## src/rtl/dii_pkg.sv

```systemverilog
// dii_pkg: shared DII flit types, widths and arbitration modes.
package dii_pkg;
  localparam int DII_DATA_WIDTH = 16;
  typedef struct packed {
    logic [DII_DATA_WIDTH-1:0] data;
    logic last;
    logic valid;
  } dii_flit;
  typedef enum logic {PRIO_RR, PRIO_FIXED} prio_mode_e;
  typedef enum logic {IDLE, LOCKED} worm_state_e;
endpackage

```

## src/rtl/dii_skid_buffer.sv

```systemverilog
// dii_skid_buffer: 2-entry registered ready/valid stage; in_ready depends only on local state.
module dii_skid_buffer #(
  parameter int WIDTH = 17
) (
  input  logic             clk,
  input  logic             rst,
  input  logic [WIDTH-1:0] in_data,
  input  logic             in_valid,
  output logic             in_ready,
  output logic [WIDTH-1:0] out_data,
  output logic             out_valid,
  input  logic             out_ready
);
  logic [WIDTH-1:0] skid_data;
  logic skid_valid;
  assign in_ready = !skid_valid;
  always_ff @(posedge clk) begin
    if (rst) begin
      out_valid  <= 1'b0;
      skid_valid <= 1'b0;
    end else if (!out_valid || out_ready) begin
      out_valid  <= skid_valid | in_valid;
      out_data   <= skid_valid ? skid_data : in_data;
      skid_valid <= 1'b0;
    end else if (in_valid && !skid_valid) begin
      skid_valid <= 1'b1;
      skid_data  <= in_data;
    end
  end
endmodule

```

## src/rtl/dii_worm_mux_rr.sv

```systemverilog
// dii_worm_mux_rr: packet-atomic N:1 DII mux with round-robin or fixed-priority arbitration.
module dii_worm_mux_rr import dii_pkg::*; #(
  parameter int NUM_IN     = 2,
  parameter int DATA_WIDTH = DII_DATA_WIDTH,
  parameter int PRIO_MODE  = 0,
  parameter int OUT_REG    = 0
) (
  input  logic                              clk,
  input  logic                              rst,
  input  logic [NUM_IN-1:0][DATA_WIDTH-1:0] in_data,
  input  logic [NUM_IN-1:0]                 in_last,
  input  logic [NUM_IN-1:0]                 in_valid,
  output logic [NUM_IN-1:0]                 in_ready,
  output logic [DATA_WIDTH-1:0]             out_data,
  output logic                              out_last,
  output logic                              out_valid,
  input  logic                              out_ready
);
  localparam int IW = $clog2(NUM_IN);
  localparam prio_mode_e MODE = PRIO_MODE != 0 ? PRIO_FIXED : PRIO_RR;
  worm_state_e state, state_n;
  logic [IW-1:0] grant, grant_n, rr_ptr, rr_ptr_n, sel, idx, cur;
  logic any, core_valid, core_ready, core_last, fire;
  logic [DATA_WIDTH-1:0] core_data;
  function automatic logic [IW-1:0] wrap(input int v);
    return IW'(v % NUM_IN);
  endfunction
  // Descending scan from rr_ptr leaves the first valid index at or after rr_ptr.
  always_comb begin
    sel = '0;
    idx = '0;
    any = 1'b0;
    for (int k = NUM_IN - 1; k >= 0; k--) begin
      idx = wrap(int'(rr_ptr) + k);
      if (in_valid[idx]) begin
        sel = idx;
        any = 1'b1;
      end
    end
  end
  assign cur        = state == LOCKED ? grant : sel;
  assign core_valid = state == LOCKED ? in_valid[grant] : any;
  assign core_data  = in_data[cur];
  assign core_last  = in_last[cur];
  assign fire       = core_valid & core_ready;
  assign in_ready   = ((state == LOCKED || any) && core_ready) ? NUM_IN'(1) << cur : '0;
  always_comb begin
    state_n  = state;
    grant_n  = grant;
    rr_ptr_n = rr_ptr;
    if (fire && core_last) begin
      state_n  = IDLE;
      rr_ptr_n = MODE == PRIO_RR ? wrap(int'(cur) + 1) : '0;
    end else if (core_valid && state == IDLE) begin
      state_n = LOCKED;
      grant_n = sel;
    end
  end
  always_ff @(posedge clk) begin
    if (rst) begin
      state  <= IDLE;
      grant  <= '0;
      rr_ptr <= '0;
    end else begin
      state  <= state_n;
      grant  <= grant_n;
      rr_ptr <= rr_ptr_n;
    end
  end
  generate
    if (OUT_REG != 0) begin : g_reg
      logic [DATA_WIDTH:0] skid_out;
      dii_skid_buffer #(.WIDTH(DATA_WIDTH + 1)) u_skid (
        .clk      (clk),
        .rst      (rst),
        .in_data  ({core_last, core_data}),
        .in_valid (core_valid),
        .in_ready (core_ready),
        .out_data (skid_out),
        .out_valid(out_valid),
        .out_ready(out_ready)
      );
      assign {out_last, out_data} = skid_out;
    end else begin : g_comb
      assign out_data   = core_data;
      assign out_last   = core_last;
      assign out_valid  = core_valid;
      assign core_ready = out_ready;
    end
  endgenerate
endmodule

```

## config.mk

```make
export PLATFORM = sky130hd
export DESIGN_NAME = dii_worm_mux_rr
export DESIGN_NICKNAME = d
export VERILOG_FILES = /design/src/rtl/dii_pkg.sv /design/src/rtl/dii_skid_buffer.sv /design/src/rtl/dii_worm_mux_rr.sv
export SDC_FILE = /design/constraint.sdc
export NUM_CORES = 1
export LEC_CHECK = 0
export CAP_MARGIN = 20
export CORE_MARGIN = 4
export CORE_UTILIZATION = 24
export CTS_CLUSTER_DIAMETER = 120
export DETAILED_ROUTE_END_ITERATION = 8
export HOLD_SLACK_MARGIN = 0.1
export PLACE_DENSITY = 0.77
export SLEW_MARGIN = 10
export SYNTH_ARGS = -nofsm -noshare
export SYNTH_HDL_FRONTEND = slang
export SYNTH_SLANG_ARGS = --single-unit
```

## constraint.sdc

```tcl
create_clock -name clk -period 1.8 [get_ports clk]
set_input_delay 0.27 -clock clk [delete_from_list [all_inputs] [get_ports clk]]
set_output_delay 0.27 -clock clk [all_outputs]
set_load 0.005 [all_outputs]
```

==> run notes, run 1 <==
- **placement row count** 15
- **Placeable Area** 0.00173 mm2
- **Hold Vio Cnt, Final** 0
- **Die W** 50.6 um
- **adder share** 0%
- **WS Path Type** flop to output pin
- **dpl ws** -517 ps
- **non-clock buffer count in the final layout** 80
- **total DRC errors in the routed layout** 0
- **number of max-cap violations** 0
- **cell area reported after detailed placement** 0.00114 mm2
- **ys cells** 48
- **largest cell class by area** buffers
- **number of global-route vias before repair** 804
- **number of clock buffer instances in the layout** 4
- **most used flip-flop cell after synthesis** sky130_fd_sc_hd__dfxtp_1
- **total die size** 0.00256 mm2
- **global-route total usage across every layer** 19.9%
- **worst reg2reg startpoint** rr_ptr
- **clock input transition at the sequential cells of the worst setup and hold paths** 40 ps
- **termination of the worst setup path** out_last
- **Setup Viol. Count Final** 17
- **reg2reg path depth** 8
- **Largest Pwr Group** combinational logic
- **# clock sinks** 3
- **worst hold slack** 599 ps
- **power consumed by sequential cells** 0.0783 mW
- **and+or+nand+nor area frac** 14.1%
- **final worst setup slack** -71.9 ps
- **Comb area** 394 um2
- **slowest CP cell** sky130_fd_sc_hd__dfxtp_2
- **worst-case clock skew** 4.40 ps
- **outcome** finished, violations left
- **fraction of power spent switching nets** 27.4%
- **Final Max Slew Viols** 0
- **routed len/inst** 15.7 um
- **fin crit share** 104%
- **failing checks** setup timing
- **CTS H-Tree Depth** 1
- **top logic cell by instance count in the layout** sky130_fd_sc_hd__clkdlybuf4s50_1
- **top-level I/O count** 59
- **Leakage Power** 0.589 nW
- **number of logic stages on the critical path including buffering** 6
- **final antenna-violating net count** 0
- **initial antenna violation count** 0
- **count of input and output buffers** 58
- **maximum number of pins on one net before global-route repair** 7
### M1 wires, run 1

Bar = 20 um.
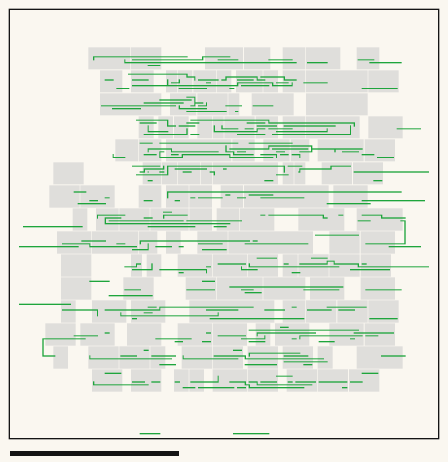
nets with wire on the layer: 149
share of all routed wire: 38%
wire length on this layer: 926 um
main direction: horizontal
longest straight run: 27.6 um
vias post-DR: 706
met1 GRT Util: 20.1%
aggregate routed wire length: 2440 um

### Signal wires on met2, run 1

Bar = 20 um.
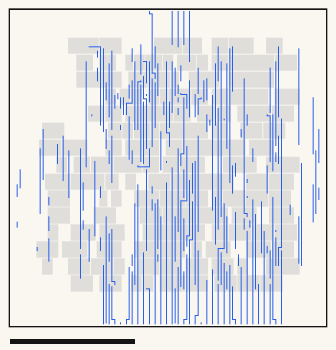
main direction: vertical
longest straight run: 25.0 um
share of all routed wire: 56%
wire length on this layer: 1360 um
met2 demand-to-capacity share in global routing: 39.8%

### The metal 3 layer, run 1

Bar = 20 um.
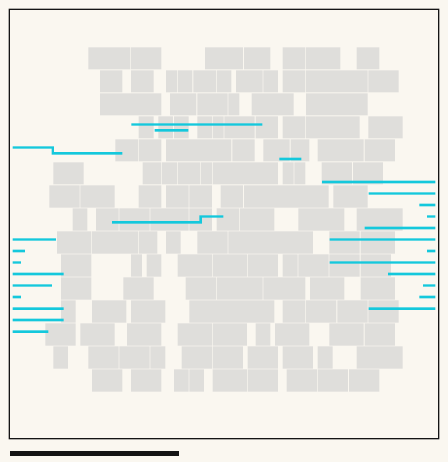
main direction: horizontal
share of all routed wire: 6.3%
nets with wire on the layer: 26
longest straight run: 15.2 um
wire length on this layer: 153 um
met3 track demand over resource: 4.15%

==> inputs of run 2 (changes only) <==
--- a/config.mk
+++ b/config.mk
@@ -5,9 +5,10 @@
 export SDC_FILE = /design/constraint.sdc
 export NUM_CORES = 1
 export LEC_CHECK = 0
+export ABC_AREA = 1
 export CAP_MARGIN = 20
 export CORE_MARGIN = 4
-export CORE_UTILIZATION = 24
+export CORE_UTILIZATION = 25
 export CTS_CLUSTER_DIAMETER = 120
 export DETAILED_ROUTE_END_ITERATION = 8
 export HOLD_SLACK_MARGIN = 0.1
### Pin placement, run 2

Bar = 20 um. Pins as bars across the die edge, other pins in gray.
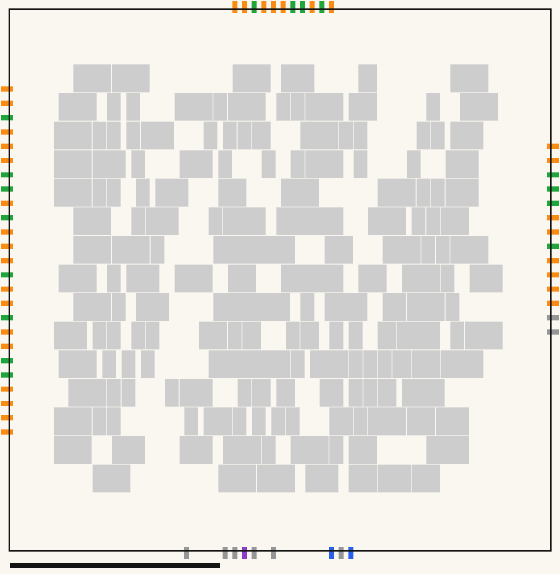
legend:
  blue:
    port: in_valid
    pins: 2
    direction: input
    edge: bottom
  orange:
    port: in_data
    pins: 32
    direction: input
    edge: 17 left, 8 right, 7 top
  purple:
    port: rst
    pins: 1
    direction: input
    edge: bottom
  green:
    port: out_data
    pins: 16
    direction: output
    edge: 8 left, 4 top, 4 right
all pins by edge: 25 left, 14 right, 11 top, 9 bottom
Die W: 51.4 um
count of input and output buffers: 58
die height: 51.4 um

==> run notes, run 2 <==
- **outcome** finished clean
- **placement row count** 15
- **CTS H-Tree Depth** 1
- **Largest Pwr Group** combinational logic
- **Comb area** 352 um2
- **dpl ws** -389 ps
- **Worst IR Drop VDD** 0.336 mV
- **largest cell class by area** buffers
- **number of clock buffer instances in the layout** 4
- **cell type with the largest total area** sky130_fd_sc_hd__nand2_1
- **slowest CP cell** sky130_fd_sc_hd__dfxtp_2
- **met1 GRT Util** 13.5%
- **met2 demand-to-capacity share in global routing** 30.1%
- **non-clock buffer count in the final layout** 71
- **global-route total usage across every layer** 15.5%
- **number of max-cap violations** 0
- **routed len/inst** 10.4 um
- **cell area reported after detailed placement** 0.00112 mm2
- **vias post-DR** 804
- **adder share** 0%
- **termination of the worst setup path** out_data[5]
- **Placeable Area** 0.00176 mm2
- **met3 track demand over resource** 6.71%
- **net load switching power** 0.185 mW
- **initial antenna violation count** 0
- **Hold Vio Cnt, Final** 0
- **ys cells** 93
- **top logic cell by instance count in the layout** sky130_fd_sc_hd__nand2_1
- **WS Path Type** flop to output pin
- **maximum number of pins on one net before global-route repair** 18
- **fin crit share** 93.9%
- **clock input transition at the sequential cells of the worst setup and hold paths** 40 ps
- **worst-case clock skew** 0.516 ps
- **number of global-route vias before repair** 781
- **power consumed by sequential cells** 0.0813 mW
- **total die size** 0.00264 mm2
- **Setup Viol. Count Final** 0
- **final antenna-violating net count** 0
- **worst reg2reg startpoint** grant
- **top-level I/O count** 59
- **Leakage Power** 0.646 nW
- **reg2reg path depth** 7
Power and IR drop assume default switching activity.
